===== src/rtl/mc_seq_ctrl.sv =====
// Multi-cycle sequencer control FSM for a small RV32 subset (R, I-ALU, LW, SW, BEQ).
// Define CTRL_PERF_CNT_EN to build the retired-instruction counter.
module mc_seq_ctrl (
    input  logic        clk,
    input  logic        reset,
    input  logic [31:0] instr,
    input  logic        instr_valid,
    output logic        instr_ready,
    input  logic [3:0]  status,
    output logic        pcsrc,
    output logic        pc_en,
    output logic [3:0]  aluop,
    output logic [1:0]  immsel,
    output logic        alusrc,
    output logic        regrw,
    output logic        ramen,
    output logic        memrw,
    output logic        wb,
    output logic        busy,
    output logic        illegal,
    output logic [31:0] retired_cnt
);

    typedef enum logic [2:0] {
        S_FETCH,
        S_DECODE,
        S_EXEC,
        S_MEM,
        S_WB,
        S_TRAP
    } state_t;

    localparam logic [6:0] OP_R   = 7'b0110011;
    localparam logic [6:0] OP_I   = 7'b0010011;
    localparam logic [6:0] OP_LD  = 7'b0000011;
    localparam logic [6:0] OP_ST  = 7'b0100011;
    localparam logic [6:0] OP_BEQ = 7'b1100011;

    state_t      state;
    state_t      state_nx;
    logic [31:0] ir;
    logic        illegal_q;

    logic is_r;
    logic is_i;
    logic is_ld;
    logic is_st;
    logic is_beq;
    logic is_legal;

    logic [3:0] aluop_dec;
    logic [1:0] immsel_dec;
    logic       alusrc_dec;

    logic unused_bits;

    assign is_r     = (ir[6:0] == OP_R);
    assign is_i     = (ir[6:0] == OP_I);
    assign is_ld    = (ir[6:0] == OP_LD);
    assign is_st    = (ir[6:0] == OP_ST);
    assign is_beq   = (ir[6:0] == OP_BEQ);
    assign is_legal = is_r | is_i | is_ld | is_st | is_beq;

    assign unused_bits = ^{status[3], status[1:0], ir[31], ir[29:15], ir[11:7]};

    always_ff @(posedge clk or posedge reset) begin
        if (reset) begin
            state <= S_FETCH;
        end else begin
            state <= state_nx;
        end
    end

    always_ff @(posedge clk or posedge reset) begin
        if (reset) begin
            ir <= '0;
        end else if (state == S_FETCH && instr_valid) begin
            ir <= instr;
        end
    end

    always_ff @(posedge clk or posedge reset) begin
        if (reset) begin
            illegal_q <= 1'b0;
        end else if (state == S_DECODE && !is_legal) begin
            illegal_q <= 1'b1;
        end
    end

    always_comb begin
        state_nx = state;
        unique case (state)
            S_FETCH: begin
                if (instr_valid) begin
                    state_nx = S_DECODE;
                end
            end
            S_DECODE: begin
                state_nx = is_legal ? S_EXEC : S_TRAP;
            end
            S_EXEC: begin
                if (is_beq) begin
                    state_nx = S_FETCH;
                end else if (is_ld || is_st) begin
                    state_nx = S_MEM;
                end else begin
                    state_nx = S_WB;
                end
            end
            S_MEM: begin
                state_nx = is_ld ? S_WB : S_FETCH;
            end
            S_WB: begin
                state_nx = S_FETCH;
            end
            S_TRAP: begin
                state_nx = S_TRAP;
            end
            default: begin
                state_nx = S_FETCH;
            end
        endcase
    end

    // Operation decode from IR; only exposed on the outputs while busy.
    always_comb begin
        aluop_dec  = 4'b0000;
        immsel_dec = 2'b00;
        alusrc_dec = 1'b0;
        if (is_r || is_i) begin
            unique case (ir[14:12])
                3'b000: aluop_dec = (is_r && ir[30]) ? 4'b0001 : 4'b0000;
                3'b001: aluop_dec = 4'b0101;
                3'b010: aluop_dec = 4'b1000;
                3'b011: aluop_dec = 4'b1000;
                3'b100: aluop_dec = 4'b0100;
                3'b101: aluop_dec = ir[30] ? 4'b0111 : 4'b0110;
                3'b110: aluop_dec = 4'b0011;
                3'b111: aluop_dec = 4'b0010;
                default: aluop_dec = 4'b0000;
            endcase
        end else if (is_beq) begin
            aluop_dec = 4'b0001;
        end
        if (is_r) begin
            immsel_dec = 2'b11;
        end else if (is_st) begin
            immsel_dec = 2'b01;
        end else if (is_beq) begin
            immsel_dec = 2'b10;
        end
        alusrc_dec = is_i | is_ld | is_st;
    end

    always_comb begin
        instr_ready = 1'b0;
        pcsrc       = 1'b0;
        pc_en       = 1'b0;
        aluop       = 4'b0000;
        immsel      = 2'b00;
        alusrc      = 1'b0;
        regrw       = 1'b0;
        ramen       = 1'b0;
        memrw       = 1'b0;
        wb          = 1'b0;
        busy        = 1'b0;
        unique case (state)
            S_FETCH: begin
                instr_ready = !reset;
            end
            S_DECODE, S_EXEC, S_MEM, S_WB: begin
                busy   = 1'b1;
                aluop  = aluop_dec;
                immsel = immsel_dec;
                alusrc = alusrc_dec;
                if (state == S_EXEC && is_beq) begin
                    pcsrc = status[2];
                    pc_en = 1'b1;
                end
                if (state == S_MEM) begin
                    ramen = 1'b1;
                    memrw = is_st;
                    pc_en = is_st;
                end
                if (state == S_WB) begin
                    regrw = 1'b1;
                    wb    = is_ld;
                    pc_en = 1'b1;
                end
            end
            S_TRAP: begin
                instr_ready = 1'b0;
            end
            default: begin
                instr_ready = 1'b0;
            end
        endcase
    end

    assign illegal = illegal_q;

`ifdef CTRL_PERF_CNT_EN
    logic [31:0] cnt_q;

    always_ff @(posedge clk or posedge reset) begin
        if (reset) begin
            cnt_q <= '0;
        end else if (pc_en) begin
            cnt_q <= cnt_q + 32'd1;
        end
    end

    assign retired_cnt = cnt_q;
`else
    assign retired_cnt = '0;
`endif

endmodule


===== config.mk =====
export PLATFORM = sky130hd
export DESIGN_NAME = mc_seq_ctrl
export DESIGN_NICKNAME = d
export VERILOG_FILES = /design/src/rtl/mc_seq_ctrl.sv
export SDC_FILE = /design/constraint.sdc
export NUM_CORES = 1
export LEC_CHECK = 0
export CAP_MARGIN = 10
export CORE_UTILIZATION = 31
export DETAILED_ROUTE_END_ITERATION = 7
export HOLD_SLACK_MARGIN = 0.05
export MAX_ROUTING_LAYER = met4
export PLACE_DENSITY = 0.84
export SLEW_MARGIN = 20
export SYNTH_ARGS = -nofsm -noshare
export SYNTH_HDL_FRONTEND = slang
export SYNTH_SLANG_ARGS = --single-unit

===== constraint.sdc =====
create_clock -name clk -period 1.35 [get_ports clk]
set_input_delay 0.27 -clock clk [delete_from_list [all_inputs] [get_ports clk]]
set_output_delay 0.27 -clock clk [all_outputs]
set_load 0.05 [all_outputs]

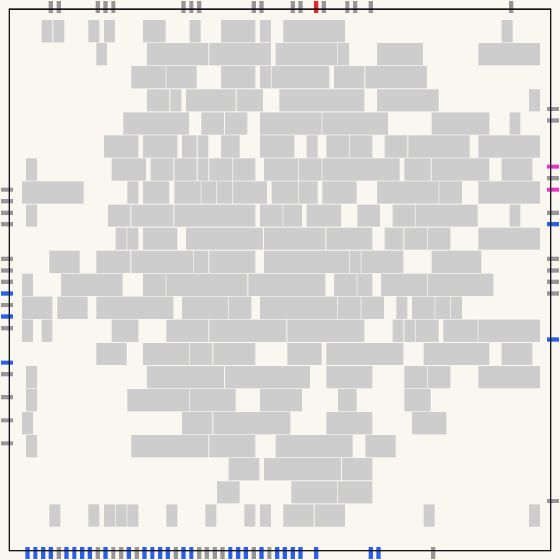
(run_1/pins.png)
Pins as bars across the die edge, other pins in grey.
legend:
  pc_en:
    colour: red
    pins: 1
    direction: output
    edge: north
  instr:
    colour: blue
    pins: 32
    direction: input
    edge: 27 south, 3 west, 2 east
  immsel:
    colour: magenta
    pins: 2
    direction: output
    edge: east
all pins by edge: 40 south, 18 north, 16 west, 13 east

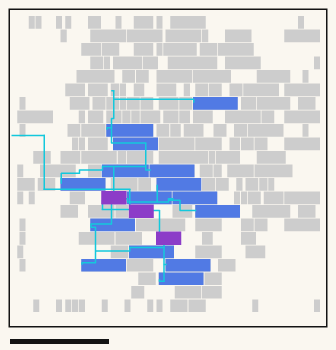
(run_1/clock_map.png)
Scale bar: 20 um.
legend:
  flip-flops:
    colour: blue
    count: 15
  clock wires:
    colour: cyan
    length: 201 um
  cells driving clock nets:
    colour: purple
    count: 3
routed clock nets: 4

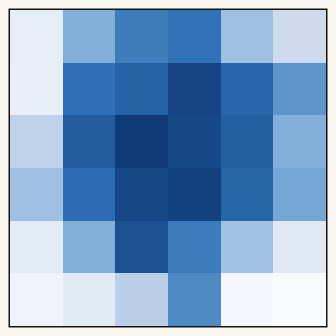
(run_1/density.png)
6 x 6 tiles, from white (low) to dark blue (high), 0 to 100% covered.
emptiest ninth of the die: south-east
tiles over 75% full: 33%
mean over tiles: 53%

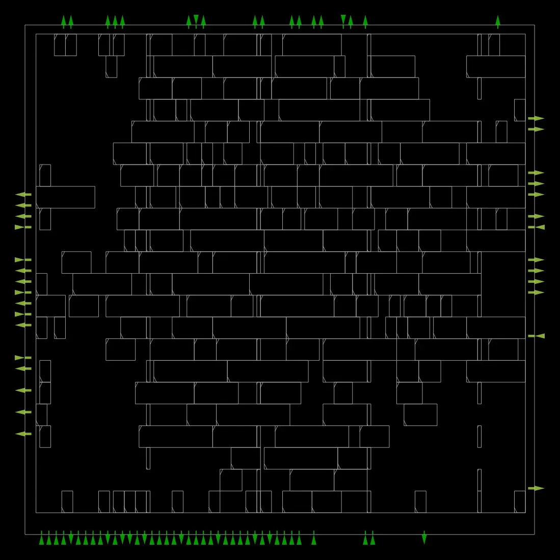
(run_1/final_placement.png)
filler cell count: 298
flop share of the area: 0.172
placeable core area: 3660 um2
final core utilization: 0.600
Post-Layout Cell Count: 236

==> summary.txt, run 1 <==
The flow completed. Fraction of registers with async set or reset after synthesis landed at 1.00. TritonCTS built the clock tree. Sequential element share of the synthesized area landed at 0.318. The flow ran to the end, but the final reports show violations. Number of global-route vias before repair landed at 964. The critical path in the final layout is reported with a setup slack of -573 ps.

Number of register bits inferred by synthesis landed at 15. At the floorplan stage, the core utilization is reported as 0.322. For reference, the post-synthesis area per instance comes to 9.67 um2. After detailed routing, the met3 layer carries 108 um of wire. In this run the VDD rail shows a maximum IR drop of 0.000490 V. Post-cts hold buffer count landed at 0. Yosys synthesis chip area landed at 1180 um2. The layout summary lists the proportion of cells stronger than drive strength 1 as 0.548. Final estimated routing congestion in global placement landed at 0.798. Met2 layer usage reported by global route landed at 0.275. Of the total standard cell area in the layout, the multi-input combinational portion is 0.391.

For reference, the critical path is launched at state[0]$_DFFE_PP0P_. Instance area after placement landed at 1930 um2. Number of warning messages in the logs landed at 53. Horizontal die size landed at 63.7 um. Looking at the cell usage after synthesis, the top flip-flop cell is sky130_fd_sc_hd__dfrtp_1. Logic depth of the worst register-to-register path landed at 7. The design received a total of 48 well taps at floorplan. In this run the most used layer during global routing was met2. Routed length on met2 landed at 1.64 mm. In this run, the number of DRC markers left after iteration 0 of detailed routing was 16. Detailed-router iteration count before antenna repair landed at 4. Total global routing overflow landed at 0. According to the floorplan report, the die height is 63.7 um. Share of final layout cell area taken by non-clock buffers landed at 0.382.

Maximum clock rate landed at 520 MHz. The checks that failed: negative setup slack. Area of the die landed at 4060 um2. The non-clock inverters instantiated in the layout total 4. After synthesis, the most frequently instantiated cells are 35 x sky130_fd_sc_hd__buf_4, 15 x sky130_fd_sc_hd__dfrtp_1, 8 x sky130_fd_sc_hd__nand2_1. At the worst endpoint, the required time is 1080 ps. Accumulated negative setup slack landed at -10380 ps.

The final timing report derives a shortest allowable period of 1920 ps. The area growth from synthesis to layout is 86.2%. The routed design shows a wire length per standard cell of 12.4 um.

Worst-case clock buffer depth landed at 2. Final period utilization landed at 1.42. Per STA, the endpoint of the critical path is immsel[1]. Overall routing resource usage recorded by global route was 0.150.

Number of port buffers landed at 30. Insertion delay of the later-clocked pin in the worst-skew pair landed at 240 ps. Maximum number of pins on one net before global-route repair landed at 16. Final net count landed at 228. Worst setup timing slack at the placement stage landed at -366 ps. Clock sink total landed at 15. The number of antenna violations at the first check in global routing was 0. The worst setup path is captured at an output port. Hold is met by 415 ps. Routed metal-1 wire length landed at 1.17 mm.

The last timing report of the flow puts the setup violation total at 30. Data arrival at the endpoint of the critical path landed at 1650 ps. TritonCTS created 3 clock buffers. Register clock-pin slew on the reported worst setup and hold paths landed at 60 ps. In the final layout, flip-flops and latches occupy 378 um2. For this design the ratio of total power to cell area is 484 nW/um2. The netlist uses 32 different library cells. For this run the top cell type by instance count after synthesis was sky130_fd_sc_hd__buf_4. Per the detail_route log, the uppermost layer with routed signals is met4.

Number of top-level design ports landed at 87. Across all layers, the routed design uses 1018 vias. In this run the number of H-tree levels came out at 1. The synthesized netlist was found by Yosys to have 122 cells. The tree is rooted in a sky130_fd_sc_hd__clkbuf_8. The analysis attributes to cell leakage a power of 0.989 nW. Post-synthesis instance area landed at 1180 um2. Setup slack of the worst register-to-register path landed at -270 ps.

Post-detailed-route DRC marker count landed at 0.
[run 1: cells by family after synthesis]
kind of cell | share of synthesized area
xor+xnor | 0.0223
other cells | 0.00318
flops | 0.318
buf+inv | 0.271
mux | 0.118
simple gates | 0.183
compound gates | 0.0838
[run 1: placed cells by master, fill, tap and decap left out, types with 4 or more instances in the layout]
| master | synthesis | final |
|---|---|---|
| sky130_fd_sc_hd__nand2_1 | 8 | 5 |
| sky130_fd_sc_hd__conb_1 | 1 | 32 |
| sky130_fd_sc_hd__mux2_4 | 7 | 10 |
| sky130_fd_sc_hd__buf_12 | 0 | 19 |
| sky130_fd_sc_hd__nor4_4 | 0 | 4 |
| sky130_fd_sc_hd__buf_4 | 35 | 26 |
| sky130_fd_sc_hd__dfrtp_1 | 15 | 13 |
| sky130_fd_sc_hd__nor2_4 | 0 | 4 |
| sky130_fd_sc_hd__buf_6 | 2 | 11 |
| sky130_fd_sc_hd__clkdlybuf4s50_1 | 0 | 14 |
| sky130_fd_sc_hd__nor2_1 | 7 | 4 |
[run 1: worst max-delay path: stages (launching register included)]
cell                       delay, ps
sky130_fd_sc_hd__dfrtp_1         450
sky130_fd_sc_hd__nor2_4          200
sky130_fd_sc_hd__xnor2_4         160
sky130_fd_sc_hd__nand2b_4         70
sky130_fd_sc_hd__buf_12          150
sky130_fd_sc_hd__nor3b_4         220
sky130_fd_sc_hd__buf_12          170
[run 1: power breakdown]
group	total [W]	switching, W	internal [W]	leakage, nW
clock	0.000365	0.000161	0.000204	0.0255
sequential	0.000449	0	0.000449	0.187
combinational	0.000250	0.000212	0.0000381	0.777
[run 1: flip-flops by register name (all words and copies together), names as in the netlist]
name,count
illegal,1
state,3
ir,11
==> run 2: changes to the inputs <==
--- a/config.mk
+++ b/config.mk
@@ -7,6 +7,7 @@
 export LEC_CHECK = 0
 export CAP_MARGIN = 10
 export CORE_UTILIZATION = 31
+export CTS_CLUSTER_SIZE = 14
 export DETAILED_ROUTE_END_ITERATION = 7
 export HOLD_SLACK_MARGIN = 0.05
 export MAX_ROUTING_LAYER = met4
==> run 2 against run 1 <==
Global-route usage unchanged. Largest cell class unchanged. Largest power group unchanged. Count of clock-buffer cells in the layout unchanged. Worst hold slack unchanged. The run still ends with negative setup slack left.
==> summary.txt, run 2 <==
The flow completed. Leaving out filler cells and counting taps, the final layout contains 236. Post-synthesis instance area landed at 1180 um2. The power report lists cell-internal power as 0.000692 W.

Area added between synthesis and finish landed at 86.2%. STA classifies the critical path endpoint as an output port. Clock network fraction of design power landed at 0.343. The most frequently used library cell after synthesis is sky130_fd_sc_hd__buf_4.

The final reports fail on negative setup slack. The signal on the critical path passes through nor2_4 -> xnor2_4 -> nand2b_4 -> buf_12 -> nor3b_4 -> buf_12. The largest individual stage delay along the critical path comes from the cell sky130_fd_sc_hd__dfrtp_1. Final net count landed at 228.

Total global routing overflow landed at 0. Sequential element share of the synthesized area landed at 0.318. Yosys reported a register bit count of 15.

In this design, the largest share of critical-path delay is due to simple AND/OR/NAND/NOR gates. In this run the register-to-register setup slack is -270 ps. The final layout reports a setup TNS of -10380 ps.

Fraction of power spent switching nets landed at 0.350. Number of CTS-inserted buffers landed at 3. Clock network power landed at 0.000365 W. Worst-case clock buffer depth landed at 2. Fraction of registers with async set or reset after synthesis landed at 1.00. Maximum number of pins on one net before global-route repair landed at 16. Data arrival at the endpoint of the critical path landed at 1650 ps. Area of the die landed at 4060 um2. After detailed routing, the average wire length per cell comes to 12.4 um. The share of total power dissipated in combinational logic is 0.235.

Per the detail_route report, DRC violations left total 0. Before antenna repair, the detailed router went through 4 iterations. Final estimated routing congestion in global placement landed at 0.798. The register with the most flip-flops in the layout has 11 of them.

In the layout the commonest cells are 32 x sky130_fd_sc_hd__conb_1, 26 x sky130_fd_sc_hd__buf_4, 19 x sky130_fd_sc_hd__buf_12, 14 x sky130_fd_sc_hd__clkdlybuf4s50_1, 13 x sky130_fd_sc_hd__dfrtp_1. Slack of the critical path landed at -573 ps. The number of global-route vias before repair came to 964. For reference, the top cells by count after synthesis are 35 x sky130_fd_sc_hd__buf_4, 15 x sky130_fd_sc_hd__dfrtp_1, 8 x sky130_fd_sc_hd__nand2_1. Number of top-level design ports landed at 87.

TritonCTS built the clock tree. Core area landed at 3660 um2. After the first detailed-routing iteration, the DRC count stood at 16. The most common logic cell in the final layout is sky130_fd_sc_hd__conb_1. The final report lists the setup-violating endpoint count as 30. The tree is rooted in a sky130_fd_sc_hd__clkbuf_8. Clock tree synthesis found a total of 15 sinks. In this run the horizontal extent of the chip is 63.7 um.

The power report lists the combinational group at 0.000250 W. Largest incremental delay on the critical path landed at 450 ps. Register clock-pin slew on the reported worst setup and hold paths landed at 60 ps. The register with the most flip-flops in the final layout is ir.

Reported leakage power landed at 0.989 nW. Fraction of final layout cells sized beyond drive strength 1 landed at 0.548. Measured along the y axis, the die boundary spans 63.7 um. Detailed placement reports a standard cell area of 1930 um2. Storage element area landed at 378 um2. For this design the ratio of total power to cell area is 484 nW/um2. Total global-route track usage over all layers is 0.150. Dividing the synthesized area by the synthesized cell count gives 9.67 um2. Clock latency on the worst-skew pair, taken at its later pin, is 240 ps.

Logic depth of the worst register-to-register path landed at 7. Level count of the clock H-tree landed at 1. At the end of the flow the core is filled with cells to 0.600.

Number of antenna violations at the first check in global routing landed at 0. Share of power burned in registers landed at 0.423. The flow ran to the end, but the final reports show violations.
-- run 2: cell counts after synthesis --
Identical to the previous run, type by type.
-- run 2: cell families after synthesis --
family                    Yosys count  share of synthesized area
xor gates and xnor gates            3                     0.0223
AOI/OAI and AO/OA                  15                     0.0838
and+or+nand+nor                    35                      0.183
buffers and inverters              43                      0.271
muxes                              10                      0.118
DFF                                15                      0.318
other                               1                    0.00318
-- run 2: repair_timing --
| item | in CTS | in global routing |
|---|---|---|
| gates resized | 21 | 14 |
| pin swaps | 6 | 10 |
| cloned | 1 | 0 |
| endpoints found under the setup margin | 29 | 30 |
| endpoints found under the hold margin | 0 | 0 |
| buffers inserted | 7 | 7 |
-- run 2: metal layers --
metal	GRT usage	vias up	wire, um
li1	-	478	-
met1	0.168	503	1170
met2	0.275	35	1640
met3	0.0290	2	108
met4	0.0256	0	10
met5	-	-	0
-- run 2: cell type report --
type	instances	area share
tap	48	0.0273
sequential	15	0.172
clock inverter	1	0.00228
timing repair buffer	70	0.382
clock buffer	3	0.0188
multi-input combinational	95	0.391
inverter	4	0.00683
-- run 2: worst max-delay path by stage --
| stage | start | end | slack (ps) | cells after the start |
|---|---|---|---|---|
| global route | ir[30]$_DFFE_PP0P_ | aluop[0] | -660 | 6 |
| global placement | ir[30]$_DFFE_PP0P_ | aluop[0] | -340 | 6 |
| finish | state[0]$_DFFE_PP0P_ | immsel[1] | -570 | 6 |
| floorplan | state[0]$_DFFE_PP0P_ | aluop[2] | -640 | 6 |
| CTS | state[1]$_DFFE_PP0P_ | immsel[1] | -530 | 6 |
| detailed placement | ir[30]$_DFFE_PP0P_ | aluop[0] | -370 | 6 |
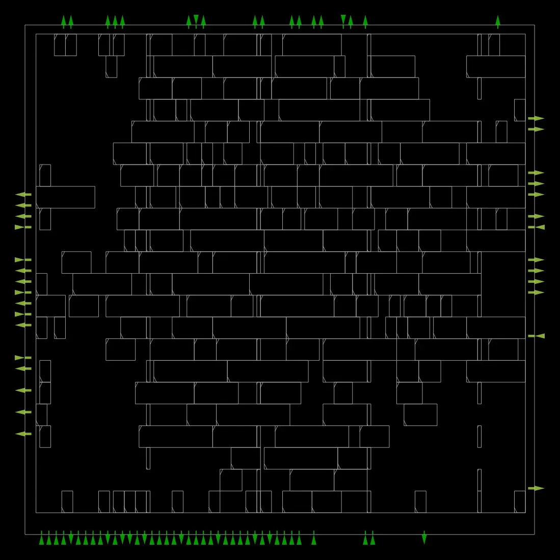
(run_2/final_placement.png)
Flops: 15
number of core rows: 22
number of well-tap cells placed: 48

==> run 3: changes to the inputs <==
--- a/config.mk
+++ b/config.mk
@@ -6,12 +6,13 @@
 export NUM_CORES = 1
 export LEC_CHECK = 0
 export CAP_MARGIN = 10
-export CORE_UTILIZATION = 31
+export CORE_UTILIZATION = 34
 export CTS_CLUSTER_SIZE = 14
 export DETAILED_ROUTE_END_ITERATION = 7
+export GPL_ROUTABILITY_DRIVEN = 0
 export HOLD_SLACK_MARGIN = 0.05
 export MAX_ROUTING_LAYER = met4
-export PLACE_DENSITY = 0.84
+export PLACE_DENSITY = 0.87
 export SLEW_MARGIN = 20
 export SYNTH_ARGS = -nofsm -noshare
 export SYNTH_HDL_FRONTEND = slang
==> constraint.sdc (replaced) <==
create_clock -name clk -period 2.2 [get_ports clk]
set_input_delay 0.44 -clock clk [delete_from_list [all_inputs] [get_ports clk]]
set_output_delay 0.44 -clock clk [all_outputs]
set_load 0.05 [all_outputs]
==> run 3 against run 2 <==
First-iteration DRC count shrank 38%. The run now ends clean. Synthesized area unchanged. Worst hold slack improved by 82 ps. Design area down 17%. Critical path depth unchanged. Clock skew rose by 2.4 ps. Combinational power shrank about 40%. Worst setup slack gained 620 ps.
==> summary.txt, run 3 <==
The flow completed. The OpenROAD report gives the critical path a data arrival time of 1710 ps. Per the skew report, the later register of the worst-skew pair sees a clock latency of 280 ps. The tree is rooted in a sky130_fd_sc_hd__clkbuf_4. Total global routing overflow landed at 0.

After the last flow step, the layout net total stands at 203. The pin closest to its max-slew limit shows a slew of 571 ps. Final standard cell area without fillers landed at 1830 um2.

Of the synthesized area, sequential elements account for 0.318. Number of maximum-capacitance constraint violations landed at 0. TritonCTS built the clock tree. The filler cells instantiated in the layout total 316. After detailed routing, the number of remaining DRC violations is 0. In the setup report, the worst path falls into the class reg -> out. The smallest clock period supported by the final layout is computed as 2150 ps. STA lists the startpoint of the worst register-to-register path as state[1]$_DFFE_PP0P_. After synthesis, the chip area reported by Yosys is 1180 um2. Final period utilization landed at 0.978. Reported leakage power landed at 0.803 nW. Total buffers and inverters traversed by the critical path landed at 3.

The first global-routing pass estimated 3.83 mm of wire. For this design the top-level I/O count stands at 87. Count of final setup violators landed at 0.

Worst IR drop on VDD landed at 0.000313 V. Per the detail_route report, routed wire per instance is 11.4 um. Total via count after detailed routing landed at 915. Of the cells placed in the final design, the portion with a size suffix greater than 1 is 0.405.

Aoi/oai-family share of the synthesized area landed at 0.0838. The detailed router finished its first iteration with 10 violations. In this run the power density over the cells is 317 nW/um2. Of the total synthesized cell area, the portion taken by AND, OR, NAND and NOR gates is 0.183.

Xor-xnor portion of the synthesized cell area landed at 0.0223. Summing all multiplexer cells gives an area fraction of 0.118. Setup repair after global routing could not meet its margin everywhere. The tool warning count for the run is 53. Total count of hold-check failures in the final report landed at 0. Setup total negative slack on the finished layout was measured at 0 ps. The number of global-route vias before repair was 844.

Clock sink total landed at 15. Count of inserted antenna diode cells landed at 0. Row generation in the floorplan step produced 21 rows. Post-synthesis instance area landed at 1180 um2. The cell-mix breakdown from Yosys lists the adder-cell area share as 0. Overall routing resource usage landed at 0.145. The area growth from synthesis to layout is 55.1%. After detailed placement, the total cell area comes to 1640 um2. Per the synthesis report, the dominant area consumer among library cells is sky130_fd_sc_hd__dfrtp_1. The report lists the cells along the critical path as buf_4 -> nor2_1 -> a2111oi_4 -> buf_4 -> a211oi_4 -> buf_6. Worst hold path cell count landed at 1. After synthesis, the share of flip-flops with an asynchronous set or reset is 1.00. Antenna violation net count after detailed routing landed at 0.

Number of port buffers landed at 30. Leaving out fill and tap cells, the most frequent cells in the layout are 32 x sky130_fd_sc_hd__conb_1, 15 x sky130_fd_sc_hd__clkdlybuf4s50_1, 14 x sky130_fd_sc_hd__buf_12, 14 x sky130_fd_sc_hd__buf_4, 12 x sky130_fd_sc_hd__dfrtp_1. Count of non-filler cells in the finished layout landed at 209. Per the synth stats, the flop cell with the highest instance count is sky130_fd_sc_hd__dfrtp_1.

Floorplan utilization landed at 0.354. Per the CTS log, the maximum H-tree level is 1. Across all checked pins, the minimum headroom to the slew limit is 0.619. The library cell used most frequently in the layout, excluding fill and tap cells, is sky130_fd_sc_hd__conb_1. The timing report shows the most common cell along the critical path to be sky130_fd_sc_hd__buf_4. Once placement completed, the tool counted placed cells totaling 199.

After layout, the setup clock skew is reported as 5.34 ps. After floorplanning, the die was sized to cover 3710 um2. Maximum clock rate landed at 465 MHz. Largest incremental delay on the critical path landed at 410 ps.

Number of warning messages in the yosys log landed at 0. The min-delay analysis places its worst path in the category reg -> reg. HPWL reported at the end of detailed placement landed at 1.80 mm. Number of different library cells in the post-synthesis netlist landed at 32. For reference, the clock transition at the flip-flops on the worst setup and hold paths is 90 ps. Counting along the longest clock path gives a buffer depth of 2.

The endpoint of the worst hold path is reported as illegal$_DFFE_PP0P_. Logic depth of the worst register-to-register path landed at 5. Number of CTS-inserted buffers landed at 3. Among cell families on the critical path, the largest total delay comes from buffers and inverters. The final layout contains routed wiring with a total length of 2.38 mm. The worst setup path is captured at an output port.

Fraction of post-synthesis cell area in the top cell type by area landed at 0.318. More flip-flops sit in one register than any other, and that register is ir. The die is 60.9 um wide.

The slowest stage of the critical path is the sky130_fd_sc_hd__dfrtp_1 cell. STA classifies the critical path startpoint as a register. Synthesis produced 122 cells. Detail-routed via count per cell landed at 4.38.

By instance count, the leading cell after synthesis is sky130_fd_sc_hd__buf_4. Minimum hold slack landed at 496 ps. STA lists the endpoint of the worst register-to-register path as ir[6]$_DFFE_PP0P_. Detailed-router iteration count before antenna repair landed at 4. After synthesis, the cell types taking the most area are sky130_fd_sc_hd__dfrtp_1 32%, sky130_fd_sc_hd__buf_4 22%, sky130_fd_sc_hd__mux2_4 8.9%.

The flow ran to the end, and the final reports show no timing, DRC or antenna violations. In this run the worst path has a maximum fanout of 4. Averaged over all synthesized cells, the footprint is 9.67 um2.

Number of antenna violations at the first check in global routing landed at 0. From bottom edge to top edge, the die measures 60.9 um. The synthesized design contains 0 enable-type register cells. By count the netlist is led by 35 x sky130_fd_sc_hd__buf_4, 15 x sky130_fd_sc_hd__dfrtp_1, 8 x sky130_fd_sc_hd__nand2_1. By area, the combinational part of the netlist is dominated by buffers and inverters.

For this design, the CTS-stage hold fixing added 0 buffers. Maximum number of pins on one net before global-route repair landed at 16. The worst hold path begins at illegal$_DFFE_PP0P_. Core area landed at 3340 um2. Number of max-slew violations in the final report landed at 0. STA reports a reg2reg setup slack of 510 ps. Required time of the critical path landed at 1760 ps.

Number of flip-flops in the largest register landed at 11. Cell count listed in synth_stat.txt landed at 122. The final power report lists total power as 0.000580 W. The synthesis stat section lists a flop and latch total of 15.
## run 3: cell counts after synthesis
No cell type changed its count.
## run 3: cells by family after synthesis
family / Yosys count
AND-OR/OR-AND: 15
XOR/XNOR: 3
buffers and inverters: 43
flip-flops: 15
multiplexers: 10
other: 1
AND/OR/NAND/NOR: 35
## run 3: worst max path at each step
stage	depth (start not counted)	startpoint	slack, ps	endpoint
global route	6	ir[2]$_DFFE_PP0P_	-60	aluop[0]
detailed placement	6	ir[4]$_DFFE_PP0P_	110	aluop[0]
floorplan	6	state[0]$_DFFE_PP0P_	-300	aluop[3]
CTS	6	ir[3]$_DFFE_PP0P_	-10	aluop[0]
global placement	6	ir[4]$_DFFE_PP0P_	220	aluop[0]
finish	6	ir[12]$_DFFE_PP0P_	50	aluop[0]
## run 3: area by class of cell
type                            instances  area [um2]  share of cell area
Timing Repair Buffer                   45         558               0.305
Sequential cell                        15         379               0.207
Inverter                                4        15.0             0.00820
Clock buffer                            4        26.3              0.0144
Multi-Input combinational cell         95         795               0.434
Tap cell                               46        57.6              0.0314
## run 3: metrics by stage
stage	worst slack [ps]	utilization
after floorplan	-302	-
after global placement	219	0.491
after detailed placement	115	0.491
after CTS	-12.4	0.522
after global routing	-58.3	0.549
final	47.7	0.549
## run 3: layer usage
metal  GRT usage  up-vias  part of all wire
met1       0.164      447              0.37
met3      0.0512        2             0.063
met5           -        -                 0
li1            -      429                 -
met4      0.0357        0            0.0034
met2       0.243       37              0.56
## run 3: power by group
group	total (W)	switching, W	internal (W)
sequential	0.000275	0	0.000275
combinational	0.000150	0.000128	0.0000220
clock	0.000154	0.0000839	0.0000703
## run 3: timing repair
item                       in CTS  in global routing
resized                         7                 16
pin swaps                       3                  5
setup endpoints to repair       8                 11
setup buffers                   5                  1
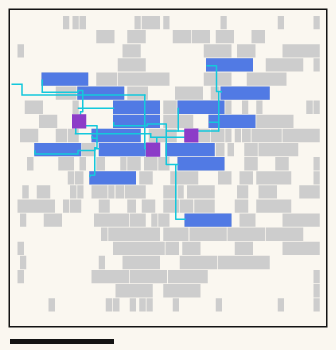
(run_3/clock_map.png)
Scale bar: 20 um.
legend:
  clock wires:
    colour: cyan
    length: 185 um
  cells driving clock nets:
    colour: purple
    count: 3
  flip-flops:
    colour: blue
    count: 15
routed clock nets: 4

Power is estimated from default activity; no workload was simulated.
